**config.mk**
```make
export PLATFORM = sky130hd
export DESIGN_NAME = pipe_hazard_ctrl
export DESIGN_NICKNAME = d
export VERILOG_FILES = /design/src/rtl/pipe_ctrl_pkg.sv /design/src/rtl/fwd_unit.sv /design/src/rtl/pipe_hazard_ctrl.sv
export SDC_FILE = /design/constraint.sdc
export NUM_CORES = 1
export LEC_CHECK = 0
export ABC_AREA = 1
export CELL_PAD_IN_SITES_DETAIL_PLACEMENT = 0
export CELL_PAD_IN_SITES_GLOBAL_PLACEMENT = 1
export CORE_MARGIN = 2
export CORE_UTILIZATION = 32
export DETAILED_ROUTE_END_ITERATION = 16
export PLACE_DENSITY_LB_ADDON = 0.1
export SLEW_MARGIN = 15
export SYNTH_ARGS = -nofsm -noshare
export SYNTH_HDL_FRONTEND = slang
export SYNTH_SLANG_ARGS = --single-unit
```
**constraint.sdc**
```tcl
create_clock -name clk -period 2.4 [get_ports clk]
set_input_delay 0.24 -clock clk [delete_from_list [all_inputs] [get_ports clk]]
set_output_delay 0.24 -clock clk [all_outputs]
set_load 0.05 [all_outputs]
```
**src/rtl/pipe_ctrl_pkg.sv**
```systemverilog
// Shared types and constants for the pipeline stall/flush/forward controller.
package pipe_ctrl_pkg;

  localparam int unsigned REG_W  = 5;
  localparam int unsigned RCNT_W = 4;

  typedef enum logic {
    RUN      = 1'b0,
    REDIRECT = 1'b1
  } state_t;

  localparam logic [1:0] FWD_RF          = 2'b00;
  localparam logic [1:0] FWD_WB          = 2'b01;
  localparam logic [1:0] FWD_MEM         = 2'b10;
  localparam logic [1:0] RESULT_SRC_LOAD = 2'b01;

endpackage

```
**src/rtl/fwd_unit.sv**
```systemverilog
// EX operand forwarding select for one source register; MEM beats WB, x0 never forwards.
module fwd_unit
  import pipe_ctrl_pkg::*;
(
  input  logic [REG_W-1:0] rs,
  input  logic [REG_W-1:0] mem_rd,
  input  logic             mem_reg_write,
  input  logic [REG_W-1:0] wb_rd,
  input  logic             wb_reg_write,
  output logic [1:0]       sel_c
);

  always_comb begin
    sel_c = FWD_RF;
    if (mem_reg_write && (mem_rd != '0) && (mem_rd == rs)) begin
      sel_c = FWD_MEM;
    end else if (wb_reg_write && (wb_rd != '0) && (wb_rd == rs)) begin
      sel_c = FWD_WB;
    end
  end

endmodule

```
**src/rtl/pipe_hazard_ctrl.sv**
```systemverilog
// Central stall/flush/forward controller for the 5-stage core, with post-redirect
// fetch flushing and a saturating stall-cycle counter.
module pipe_hazard_ctrl
  import pipe_ctrl_pkg::*;
#(
  parameter int unsigned REDIRECT_CYCLES = 1,
  parameter int unsigned CNT_W           = 32
) (
  input  logic             clk,
  input  logic             rst,
  input  logic [REG_W-1:0] id_rs1,
  input  logic [REG_W-1:0] id_rs2,
  input  logic             id_uses_rs1,
  input  logic             id_uses_rs2,
  input  logic [REG_W-1:0] ex_rs1,
  input  logic [REG_W-1:0] ex_rs2,
  input  logic [REG_W-1:0] ex_rd,
  input  logic             ex_reg_write,
  input  logic [1:0]       ex_result_src,
  input  logic             ex_redirect,
  input  logic [REG_W-1:0] mem_rd,
  input  logic [REG_W-1:0] wb_rd,
  input  logic             mem_reg_write,
  input  logic             wb_reg_write,
  input  logic             dmem_req,
  input  logic             dmem_ready,
  output logic             stall_pc,
  output logic             stall_ifid,
  output logic             stall_idex,
  output logic             stall_exmem,
  output logic             flush_ifid,
  output logic             flush_idex,
  output logic [1:0]       fwd_a_sel,
  output logic [1:0]       fwd_b_sel,
  output logic             in_redirect,
  output logic [CNT_W-1:0] stall_cycles
);

  state_t            state, state_nxt;
  logic [RCNT_W-1:0] rcnt, rcnt_nxt;
  logic              mem_wait;
  logic              load_use;
  logic [1:0]        fwd_a_c, fwd_b_c;

  assign mem_wait    = dmem_req & ~dmem_ready;
  assign load_use    = (ex_result_src == RESULT_SRC_LOAD) && ex_reg_write && (ex_rd != '0) &&
                       ((id_uses_rs1 && (id_rs1 == ex_rd)) || (id_uses_rs2 && (id_rs2 == ex_rd)));
  assign in_redirect = (state == REDIRECT);

  fwd_unit u_fwd_a (
    .rs            (ex_rs1),
    .mem_rd        (mem_rd),
    .mem_reg_write (mem_reg_write),
    .wb_rd         (wb_rd),
    .wb_reg_write  (wb_reg_write),
    .sel_c         (fwd_a_c)
  );

  fwd_unit u_fwd_b (
    .rs            (ex_rs2),
    .mem_rd        (mem_rd),
    .mem_reg_write (mem_reg_write),
    .wb_rd         (wb_rd),
    .wb_reg_write  (wb_reg_write),
    .sel_c         (fwd_b_c)
  );

  always_ff @(posedge clk) begin
    if (!rst) begin
      state        <= RUN;
      rcnt         <= '0;
      stall_cycles <= '0;
    end else begin
      state <= state_nxt;
      rcnt  <= rcnt_nxt;
      if (stall_pc && (stall_cycles != '1)) begin
        stall_cycles <= stall_cycles + CNT_W'(1);
      end
    end
  end

  // Priority: reset, memory wait, redirect, redirect drain, load-use bubble.
  always_comb begin
    state_nxt   = state;
    rcnt_nxt    = rcnt;
    stall_pc    = 1'b0;
    stall_ifid  = 1'b0;
    stall_idex  = 1'b0;
    stall_exmem = 1'b0;
    flush_ifid  = 1'b0;
    flush_idex  = 1'b0;
    fwd_a_sel   = FWD_RF;
    fwd_b_sel   = FWD_RF;
    if (!rst) begin
      flush_ifid = 1'b1;
      flush_idex = 1'b1;
    end else begin
      fwd_a_sel = fwd_a_c;
      fwd_b_sel = fwd_b_c;
      if (mem_wait) begin
        stall_pc    = 1'b1;
        stall_ifid  = 1'b1;
        stall_idex  = 1'b1;
        stall_exmem = 1'b1;
      end else if (ex_redirect) begin
        flush_ifid = 1'b1;
        flush_idex = 1'b1;
        if (REDIRECT_CYCLES != 0) begin
          state_nxt = REDIRECT;
          rcnt_nxt  = RCNT_W'(REDIRECT_CYCLES);
        end else begin
          state_nxt = RUN;
        end
      end else if (state == REDIRECT) begin
        flush_ifid = 1'b1;
        rcnt_nxt   = rcnt - RCNT_W'(1);
        if (rcnt == RCNT_W'(1)) begin
          state_nxt = RUN;
        end
      end else if (load_use) begin
        stall_pc   = 1'b1;
        stall_ifid = 1'b1;
        flush_idex = 1'b1;
      end
    end
  end

endmodule

```
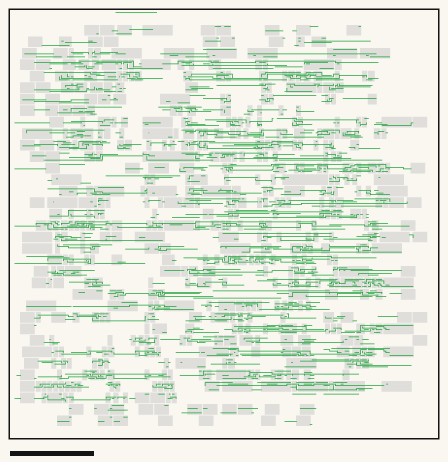
m1.png
The bar under the picture is 20 um long.
longest straight run: 30.4 um
wire length on this layer: 4350 um

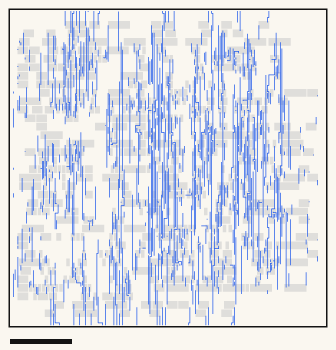
m2.png
The bar under the picture is 20 um long.
longest straight run: 38.8 um
wire length on this layer: 4660 um
share of all routed wire: 49%
nets with wire on the layer: 492
main direction: vertical

==> Changelog: implementation <==
### Physical design

* Post-cts sizing count at 0
* CTS root buf: clkbuf_8
* Placed Cells at 696
* Final HPWL DP at 7.427 mm
* R2R cell count at 11
* Cell Area, Synth at 3033 um^2
* Clk sinks at 37
* Total Wirelength at 9.524 mm
* Period minus WS final at 2.147 ns
* Max IR drop VDD at 0.0003202 V
* Top Consumer: the clock network
* Post-CTS Setup Bufs at 0
* Slew Limit Fails at 0
* Die W at 101.4 um
* Top cells, area: dfxtp_1 (24%), nand2_1 (22%), nor2_1 (9.0%)
* Commonest cells in the netlist: nand2_1 (179), nor2_1 (73), inv_1 (43), dfxtp_1 (37), a21oi_1 (34)
* Yosys Chip Area at 3033 um^2
* Cell family with most CP delay: simple AND/OR/NAND/NOR gates
* Dpl cell area at 4096 um^2
* Most common reg cell: dfxtp_1
* Chip area at 10270 um^2
* P_seq at 0.630 mW
* IO Port Bufs at 89
* Layout non-clock buf frac at 24.53%
* CTS Buffer Depth at 2
* Met3 wire len at 331 um
* Comb power frac at 18.7%
* Metal2 WL at 4.658 mm
* Power density over cell area at 377.5 nW/um^2
* Hold slack at 0.4603 ns
* Crit. path cell count at 7
* Fraction of area in registers at 17.49%
* Min-delay src: rcnt[3]
* DR top layer: met4
* Combinational Power at 0.298 mW
* Critical path class: in2out
* Clk_skew at 0.01751 ns
* Top Layout Cells: nand2_1 (179), clkdlybuf4s50_1 (79), nor2_1 (72), inv_1 (43), dfxtp_1 (37)
* Share of cells above drive strength 1 at 6.239%
* Hold Path Stages at 1
* Count of non-CTS inverters in the layout at 44
* Status: complete, no violations
* Simple share at 47.65%
* Placer Congestion at 0.8923
* Final cell count without fillers at 704
* Area share, top type at 24.42%
* Max FFs per register at 32
* CTS H-tree lvls at 2
* Cts hold-fix bufs at 0
* 1st-iter DRT viols at 104
* Synth Instances at 506
* Slowest CP cell: clkdlybuf4s50_1
* Hold Path Class: reg2reg
* Reg2reg end: stall_cycles[1]
* Total power at 1.598 mW
* Adder-Cell Fraction of Synth Area at 1.238%
* Clk network pwr share at 41.9%
* Iteration tally of the first detailed-router pass at 5
* # rows at 35
* WHS Endpoint: rcnt[3]
* Crit-path max FO at 3
* Worst Tran Pin Value at 0.5200 ns
* Met1 Track Usage GR at 24.39%
* Async SR Flop Fraction at 0%
* Initial antenna violation count at 0
* Nets at 642
* Seq pwr share at 39.4%
* Die H at 101.4 um
* Met3 Use GR at 3.244%
* Post-Syn Area per Cell at 5.994 um^2
* Final Util at 46.04%
* Area growth, synth to finish at 39.60%
* Worst EP required at 2.16 ns
* Final Hold Fails at 0
* Via-to-Cell Ratio at 4.906
* RSZ-0062 raised after global routing: false
* Int Power at 1.180 mW
* Seq share, synth at 24.42%
* Static leakage at 1.643 nW
* Comb/total area at 47.55%
* Count of tool warnings at 27
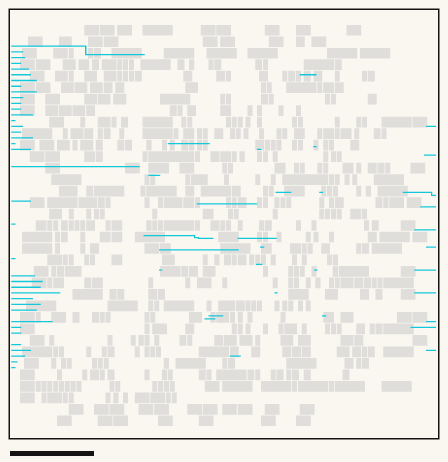
m3.png
The bar under the picture is 20 um long.
wire length on this layer: 331 um
share of all routed wire: 3.5%
main direction: horizontal

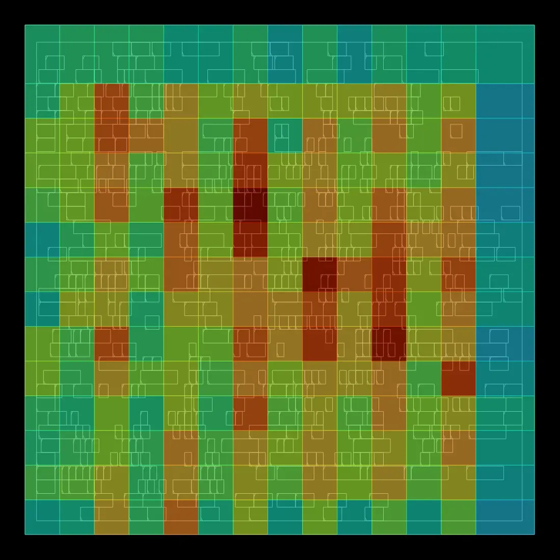
congestion_map.png
DR WL/cell: 13.53 um
GR peak layer: met2

Power figures rest on the tool's default switching activity, not on a simulated workload.
